### src/rtl/fetch_unit_if.sv
// Fetch-stage bus bundle: ROM read port, branch redirect and decode handshake.
// master is the fetch unit's view; slave is the surrounding environment.
interface fetch_unit_if;
  logic [31:0] rom_address;
  logic        rom_write_enable;
  logic [31:0] rom_data;
  logic        branch_valid;
  logic [31:0] branch_target;
  logic        instr_valid;
  logic [31:0] instr_data;
  logic [31:0] instr_pc;
  logic        instr_ready;

  modport master (
    output rom_address,
    output rom_write_enable,
    input  rom_data,
    input  branch_valid,
    input  branch_target,
    output instr_valid,
    output instr_data,
    output instr_pc,
    input  instr_ready
  );

  modport slave (
    input  rom_address,
    input  rom_write_enable,
    output rom_data,
    output branch_valid,
    output branch_target,
    input  instr_valid,
    input  instr_data,
    input  instr_pc,
    output instr_ready
  );
endinterface

### src/rtl/fetch_unit.sv
// Instruction fetch stage: drives word addresses into a synchronous ROM, captures
// the returned words with their PCs in a small FIFO and hands them to decode.
// A branch flushes the FIFO, kills the in-flight read and issues the target at once.
module fetch_unit #(
  parameter logic [31:0] RESET_PC   = 32'h0800_0000,
  parameter int unsigned FIFO_DEPTH = 2
) (
  input logic         clock,
  input logic         reset,
  fetch_unit_if.master bus
);

  localparam int unsigned PtrW = (FIFO_DEPTH > 1) ? $clog2(FIFO_DEPTH) : 1;
  localparam int unsigned CntW = $clog2(FIFO_DEPTH + 1);
  localparam logic [CntW:0] DepthCnt = (CntW + 1)'(FIFO_DEPTH);

  logic [31:0]     fetch_pc;
  logic [31:0]     inflight_pc;
  logic            inflight;
  logic [CntW-1:0] count;
  logic [PtrW-1:0] head;
  logic [PtrW-1:0] tail;
  logic [31:0]     fifo_pc   [FIFO_DEPTH];
  logic [31:0]     fifo_data [FIFO_DEPTH];

  logic            pop;
  logic            push;
  logic            issue;
  logic [CntW:0]   occupancy;
  logic            unused_target_bits;

  // Address mux, handshake decode and read-issue credit check.
  always_comb begin
    bus.rom_address      = bus.branch_valid ? {bus.branch_target[31:2], 2'b00} : fetch_pc;
    bus.rom_write_enable = 1'b0;
    bus.instr_valid      = (count != '0);
    bus.instr_data       = fifo_data[head];
    bus.instr_pc         = fifo_pc[head];
    pop                  = bus.instr_valid & bus.instr_ready & ~bus.branch_valid;
    // A killed read never lands, so a branch cycle never pushes.
    push                 = inflight & ~bus.branch_valid;
    // Entries held plus the read still returning must leave room, net of this cycle's pop.
    occupancy            = {1'b0, count} + (CntW + 1)'(inflight) - (CntW + 1)'(pop);
    issue                = ~reset & (bus.branch_valid | (occupancy < DepthCnt));
  end

  assign unused_target_bits = ^bus.branch_target[1:0];

  // Fetch PC, in-flight tracking and FIFO state.
  always_ff @(posedge clock) begin
    if (reset) begin
      fetch_pc    <= RESET_PC;
      inflight_pc <= '0;
      inflight    <= 1'b0;
      count       <= '0;
      head        <= '0;
      tail        <= '0;
      for (int i = 0; i < FIFO_DEPTH; i++) begin
        fifo_pc[i]   <= '0;
        fifo_data[i] <= '0;
      end
    end else begin
      if (issue) begin
        fetch_pc    <= bus.rom_address + 32'd4;
        inflight_pc <= bus.rom_address;
      end
      inflight <= issue;
      if (bus.branch_valid) begin
        count <= '0;
        head  <= '0;
        tail  <= '0;
      end else begin
        if (push) begin
          fifo_pc[tail]   <= inflight_pc;
          fifo_data[tail] <= bus.rom_data;
          tail            <= tail + 1'b1;
        end
        if (pop) begin
          head <= head + 1'b1;
        end
        count <= count + CntW'(push) - CntW'(pop);
      end
    end
  end

endmodule

### src/flat_wrapper.sv
// flat-port wrapper written by rule: the top's interface ports become plain ports
module fetch_unit_flat 
#(
  parameter logic [31:0] RESET_PC   = 32'h0800_0000,
  parameter int unsigned FIFO_DEPTH = 2
)
  (clock, reset, bus_rom_address, bus_rom_write_enable, bus_rom_data, bus_branch_valid, bus_branch_target, bus_instr_valid, bus_instr_data, bus_instr_pc, bus_instr_ready);
  fetch_unit_if bus_i ();
  input logic clock;
  input logic reset;
  output wire logic [$bits(bus_i.rom_address)-1:0] bus_rom_address;
  output wire logic [$bits(bus_i.rom_write_enable)-1:0] bus_rom_write_enable;
  input wire logic [$bits(bus_i.rom_data)-1:0] bus_rom_data;
  input wire logic [$bits(bus_i.branch_valid)-1:0] bus_branch_valid;
  input wire logic [$bits(bus_i.branch_target)-1:0] bus_branch_target;
  output wire logic [$bits(bus_i.instr_valid)-1:0] bus_instr_valid;
  output wire logic [$bits(bus_i.instr_data)-1:0] bus_instr_data;
  output wire logic [$bits(bus_i.instr_pc)-1:0] bus_instr_pc;
  input wire logic [$bits(bus_i.instr_ready)-1:0] bus_instr_ready;
  assign bus_rom_address = bus_i.rom_address;
  assign bus_rom_write_enable = bus_i.rom_write_enable;
  assign bus_i.rom_data = bus_rom_data;
  assign bus_i.branch_valid = bus_branch_valid;
  assign bus_i.branch_target = bus_branch_target;
  assign bus_instr_valid = bus_i.instr_valid;
  assign bus_instr_data = bus_i.instr_data;
  assign bus_instr_pc = bus_i.instr_pc;
  assign bus_i.instr_ready = bus_instr_ready;
  fetch_unit #(.RESET_PC(RESET_PC), .FIFO_DEPTH(FIFO_DEPTH)) u_core (.clock(clock), .reset(reset), .bus(bus_i));
endmodule
### config.mk
export PLATFORM = sky130hd
export DESIGN_NAME = fetch_unit_flat
export DESIGN_NICKNAME = d
export VERILOG_FILES = /design/src/rtl/fetch_unit_if.sv /design/src/rtl/fetch_unit.sv /design/src/flat_wrapper.sv
export SDC_FILE = /design/constraint.sdc
export NUM_CORES = 1
export LEC_CHECK = 0
export ABC_CLOCK_PERIOD_IN_PS = 4600
export CAP_MARGIN = 10
export CORE_ASPECT_RATIO = 1.2
export CORE_MARGIN = 2
export CORE_UTILIZATION = 45
export CTS_BUF_LIST = sky130_fd_sc_hd__clkbuf_8
export CTS_CLUSTER_SIZE = 20
export DETAILED_ROUTE_END_ITERATION = 10
export MAX_ROUTING_LAYER = met4
export PLACE_DENSITY_LB_ADDON = 0.1
export SLEW_MARGIN = 20
export SYNTH_ARGS = -nofsm -noshare
export SYNTH_HDL_FRONTEND = slang
export SYNTH_SLANG_ARGS = --single-unit
### constraint.sdc
create_clock -name clock -period 4.6 [get_ports clock]
set_input_delay 0.92 -clock clock [delete_from_list [all_inputs] [get_ports clock]]
set_output_delay 0.92 -clock clock [all_outputs]
set_load 0.005 [all_outputs]
==> images/placement.png <==
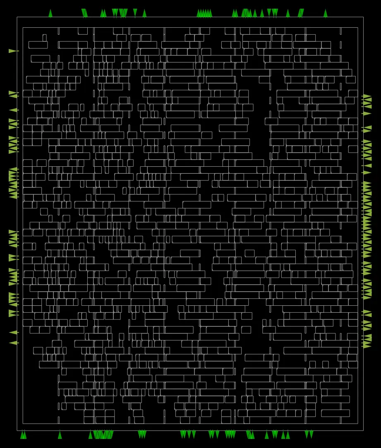
final design utilization: 56.63%
filler instances: 1731
well tap count: 265
Seq area share: 45.23%
Finished Layout Cells: 1210

==> images/io_fan.png <==
Scale: 1.5 px per µm.
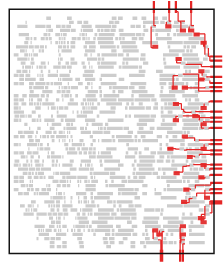
[bus_instr_data] red | bits: 32 | direction: output | edge: 24 east, 4 north, 4 south | end cells: 32 | buffers: 32 | wire: 548 µm

==> flow_metrics.env <==
# yosys + openroad results
export IMPL_max_cap_violations=0
export IMPL_firstDrtPassIters=5
export IMPL_pwr_share_seq_pct=56.7
export IMPL_cts_num_sinks=196
export IMPL_timing_max_transition_violations_final=0
export IMPL_chipWidth_um=135.6
export IMPL_std_cell_rows=57
export IMPL_numSynthFlops=196
export IMPL_tightest_slew_ns=0.8772
export IMPL_top_cells_by_count="edfxtp_1 (128), mux2_2 (71), and2_1 (69), and3_1 (69), dfxtp_1 (68)"
export IMPL_port_buffer_count=162
export IMPL_power_switching_uw=894.4
export IMPL_finalClockSkew_ns=0.02009
export IMPL_dp_cells=1178
export IMPL_first_pass_grt_wire_length_um=33870
export IMPL_routed_via_count=6578
export IMPL_flip_flop_cell_with_the_highest_count_after_synthesis="edfxtp_1"
export IMPL_viasPerCell=5.436
export IMPL_drc=0
export IMPL_final_layout_size_suffix_gt1_share_pct=15.13
export IMPL_globalRouteMet1Util_pct=26.54
export IMPL_cts_reportedPaths_clkPinSlew_ns=0.11
export IMPL_gr_total_overflow=0
export IMPL_first_global_vias=6425
export IMPL_power_clock_total_uw=1050
export IMPL_period_needed_ns=3.607
export IMPL_area_delta_synth_final_pct=23.11
export IMPL_yosys_cell_types_count=73
export IMPL_busiest_layer="met2"
export IMPL_die_h_um=161.9
export IMPL_final_setup_tns_ns=0
export IMPL_endpoint_kind="output port"
export IMPL_worst_setup_path_type="in -> out"
export IMPL_worst_path_max_fanout=71
export IMPL_inverters_excl_clock=26
export IMPL_grt_use_total_pct=20.24
export IMPL_routedWlPerCell_um=17.56
export IMPL_synth_edff_count=128
export IMPL_io_pins=166
export IMPL_non_clock_buffer_count=175
export IMPL_worstSkewPairLatency_ns=0.47
export IMPL_worst_ep_required_time_ns=3.68
export IMPL_proportion_of_cell_area_occupied_by_multi_input_gates_pct=32.58
export IMPL_postCtsResizedCells=0
export IMPL_buffer_area_share_pct=15.28
export IMPL_nMultiInputCombCells=516
export IMPL_cts_hold_fix_buffers=0
export IMPL_worstPathCellList="buf_2, buf_12, mux2i_1, inv_1, clkdlybuf4s50_1"
export IMPL_gpl_final_weighted_congestion=0.8994
export IMPL_ctsRootBufferMaster="clkbuf_8"
export IMPL_ir_drop_uv=204.4
export IMPL_gr_usage_met3_pct=3.027
export IMPL_ys_warn_count=0
export IMPL_n_sequential_cell=196
export IMPL_tritoncts="done"
export IMPL_clk_path_buf_depth=2
export IMPL_yosys_cells=798
export IMPL_final_clk_cell_share_pct=3.174
export IMPL_yosys_stat_seqShare_pct=55.67
export IMPL_netlist_area_pre_place_um2=9349
export IMPL_comb_power_uw=497
export IMPL_synth_top_cell_area_share_pct=41.11
export IMPL_leakage_uw=0.004655
export IMPL_layout_top_cells_excl_fill_tap="clkdlybuf4s50_1 (160), edfxtp_1 (128), mux2_2 (71), and2_1 (69), and3_1 (68)"
export IMPL_commonest_non_fill_non_tap_cell_in_the_layout="clkdlybuf4s50_1"
export IMPL_totalWireLength_um=21250
export IMPL_cp_data_arrival_time_ns=2.69
export IMPL_setup_viol=0
export IMPL_switching_power_as_a_share_of_total_power_pct=25.09
export IMPL_net_count_final=1003
export IMPL_power_frac_clock_pct=29.4
export IMPL_p_int_uw=2670
export IMPL_dp_hpwl_um=13800
export IMPL_synthMostInstantiatedCell="edfxtp_1"
export IMPL_status="finished, final reports clean"
export IMPL_openroad_warnings=28
export IMPL_crit_path_top_delay_cell="mux2i_1"
export IMPL_timing_critical_path_slowest_cell_delay_ns=0.54
export IMPL_pwr_group_sequential_uw=2020
export IMPL_total_die_area_um2=21950
export IMPL_antenna_violating_nets_left=0
export IMPL_hold_path_class="reg -> reg"
export IMPL_yosys_stat_chipArea_um2=9349
export IMPL_report_final_hold_viol_count=0
export IMPL_grt_util_met2_pct=32.07
export IMPL_finalClockPeriodUsage_pct=78.40
export IMPL_grt_max_degree=72
export IMPL_largestClassByArea="registers"
[critical path: cells and delay by family]
family | cells | cell delay [ns]
buffers and inverters | 4 | 1.16
multiplexers | 1 | 0.54
[logic make-up after synthesis]
logic type      share of synthesized area, %
other cells                          0.04011
flops                                  55.67
simple gates                           19.02
mux                                    10.95
fa+ha+maj                             0.4818
buf+inv                                4.430
compound gates                         7.910
xor+xnor                               1.499
[registers in the layout, indices dropped and copies added (netlist names), named ones only]
signal	flops
u_core.fifo_data	64
u_core.inflight	1
u_core.head	1
u_core.fifo_pc	64
u_core.fetch_pc	30
u_core.count	2
u_core.tail	1
u_core.inflight_pc	32
[path summary, 6_finish.rpt]
path,from,end,slack (ns),depth (start not counted)
hold / removal,u_core.fetch_pc[16],u_core.fetch_pc[16],0.47,2
setup / recovery,bus_branch_valid,bus_rom_address[20],0.99,5
hold reg to reg,u_core.fetch_pc[16],u_core.fetch_pc[16],0.47,2
setup reg to reg,u_core.count[1],u_core.fetch_pc[24],1.75,9
[stage by stage]
step	power [µW]	area [µm²]	setup WS [ns]	utilization, %	hold slack (ns)
2_1_floorplan	2294	9349	0.6554	-	0.4312
3_3_place_gp	2548	11140	0.7046	54.83	0.4418
3_5_place_dp	2561	11140	0.6406	54.83	0.4519
4_1_cts	3604	11510	1.040	56.63	0.4679
5_1_grt	3718	11510	0.8792	56.63	0.4746
6_report	3565	11510	0.9935	56.63	0.4729
[routing by layer]
| layer | wire length, µm | part of all wire (%) | vias to the layer above |
|---|---|---|---|
| met4 | 334 | 1.6 | 0 |
| met1 | 9567 | 45 | 3176 |
| met3 | 1011 | 4.8 | 19 |
| li1 | - | - | 3192 |
| met2 | 10340 | 49 | 191 |
| met5 | 0 | 0 | - |
Power is estimated from default activity; no workload was simulated.
